**Ports around the boundary**

Scale: 10 px per um. Pins as bars across the die edge, other pins in gray.
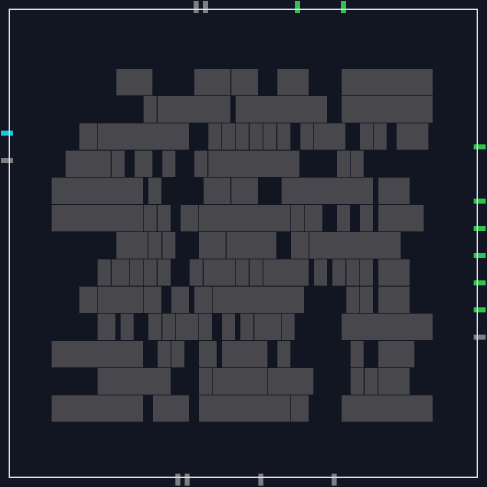
**Cell outlines without signal wires**

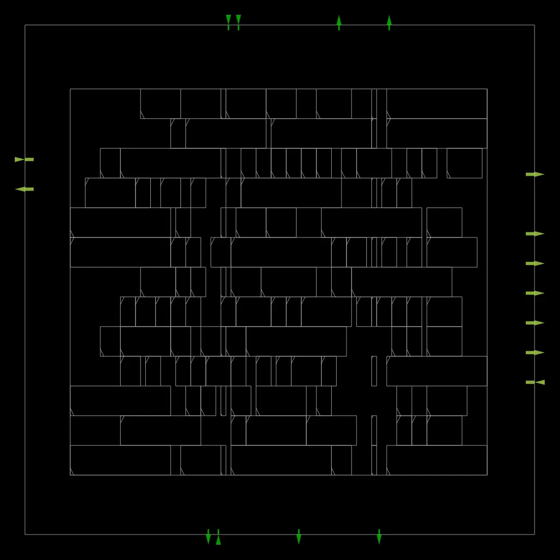
==> config.mk <==
export PLATFORM = sky130hd
export DESIGN_NAME = serial_add_core
export DESIGN_NICKNAME = d
export VERILOG_FILES = /design/src/rtl/serial_add_pkg.sv /design/src/rtl/serial_add_full_adder_bit.sv /design/src/rtl/serial_add_core.sv
export SDC_FILE = /design/constraint.sdc
export NUM_CORES = 1
export LEC_CHECK = 0
export ABC_AREA = 1
export CORE_MARGIN = 4
export CORE_UTILIZATION = 51
export DETAILED_ROUTE_END_ITERATION = 8
export PLACE_DENSITY = 0.81
export SETUP_SLACK_MARGIN = 0.4
export SLEW_MARGIN = 20
export SYNTH_ARGS = -nofsm -noshare
export SYNTH_HDL_FRONTEND = slang
export SYNTH_HIERARCHICAL = 1
export SYNTH_SLANG_ARGS = --single-unit
==> constraint.sdc <==
create_clock -name clk -period 2.5 [get_ports clk]
set_clock_uncertainty 0.15 [all_clocks]
set_input_delay 0.5 -clock clk [delete_from_list [all_inputs] [get_ports clk]]
set_output_delay 0.5 -clock clk [all_outputs]
set_load 0.05 [all_outputs]
==> impl_metrics.ini <==
; flow metrics
[synthesis]
top_cells_by_area = dfrtp_1, nand2_1, ha_1
synth_top_area_share_pct = 52.5
synth.avg_cell_area_um2 = 8.66
syn_nets = 99
yosys-stat-cells = 88
ys_ff = 16
edf_count = 0
ff_type = dfrtp_1
most_common_cell = nand2_1
top_area_cell = dfrtp_1
ys_chip_area_um2 = 762

[clocking]
cts_tree = yes
post_cts_resized = 8
clock_latency_ns = 0.29
htreeDepth = 1

[routing]
vias_per_cell = 5.26
first_pass_iters = 4
drt_iter0_markers = 15

[timing]
fin_crit_sh_pct = 76.7
max_slew_margin_pct = 52.3
worst_pin_slew_ns = 0.713
slew_violations = 0
finalHoldViolCount = 0
max_freq_mhz = 521

[place]
post-dp-hpwl_um = 1100
gp_congestion = 0.748

[layout]
flop_area_um2 = 400
n_antenna_cell = 0
drive_gt1_share_pct = 13.0
area_delta_synth_final_pct = 28.4
combGateArea_um2 = 323

[setup_path]
endpoint_kind = output port
cp.required_ns = 1.85
r2r_setup_slack_ns = 0.92
path_buffers = 2
cp.depth = 3

[job]
warning_count = 30

[global_route]
grt_pass1_vias = 595
grt_pass1_wl_um = 2450
antenna_found_initial = 0
grt_max_degree = 17

[power]
p_int_uw = 681
pg_comb_uw = 797
power_switching_uw = 713
ir_drop_v = 0.000765
p_leak_nw = 0.540

[floorplan]
initCoreUtil_pct = 56.4
coreArea_um2 = 1350

[status]
outcome = complete, no violations

[min_path]
hp-class = reg2reg
## Picture notes: 'ports around the boundary'
[sum] green | pins: 8 | direction: output | edge: 6 right, 2 top
[clk] cyan | pins: 1 | direction: input | edge: left
all pins by edge: 7 right, 4 top, 4 bottom, 2 left
port bufs: 16
Die H: 46.7 um
die width: 46.7 um

## Picture notes: 'cell outlines without signal wires'
row count: 13
post-layout util: 72.5%
flip-flops: 16
# fillers: 110
Tapcells: 15

## cell families (layout without fill, tap and decap cells)
kind of cell	count (synthesis)	in the layout	share of synthesized area (%)
simple gates	46	46	23.6
flops	16	16	52.5
compound gates	10	10	7.55
buf+inv	10	30	5.42
fa+ha+maj	6	6	10.8
## area by class of cell
class	instances	area share, %
inverter	9	3.45
sequential	16	40.9
tap	15	1.92
multi-input combinational	62	33.0
timing repair buffer	17	17.0
clock buffer	4	3.71
## layer usage
layer,vias up,share of wire (%)
met5,-,0
li1,314,-
met3,4,5.8
met2,15,50
met4,0,0.82
met1,314,44
## through the flow
step                      power [mW]  std cells  hold WS, ns  setup slack (ns)  utilization [%]
after CTS                       1.40        123        0.328             0.373             72.2
after global placement          1.25        119        0.304             0.454             70.3
after floorplan                 1.01         88       0.0544             0.753                -
after detailed placement        1.27        119        0.308             0.417             70.3
after global routing            1.50        123        0.372             0.483             72.5
final                           1.39        123        0.324             0.582             72.5
## cells in the final DEF, fill, tap and decap left out
| master | synthesis | final |
|---|---|---|
| nor2_1 | 4 | 4 |
| inv_2 | 2 | 2 |
| ha_2 | 0 | 1 |
| buf_4 | 1 | 2 |
| nand2_1 | 37 | 37 |
| clkdlybuf4s50_1 | 0 | 4 |
| o21ai_0 | 6 | 6 |
| dfrtp_1 | 16 | 16 |
| o21ai_2 | 1 | 1 |
| clkbuf_8 | 0 | 1 |
| ha_1 | 5 | 4 |
| dlygate4sd2_1 | 0 | 7 |
| inv_1 | 7 | 7 |
| a21oi_1 | 2 | 2 |
| nand3_1 | 4 | 4 |
| clkbuf_2 | 0 | 1 |
| a21oi_2 | 1 | 1 |
| buf_12 | 0 | 1 |
| clkbuf_4 | 0 | 3 |
| fa_1 | 1 | 1 |
| dlymetal6s2s_1 | 0 | 2 |
| nand2_2 | 1 | 1 |
Power and IR drop assume default switching activity.
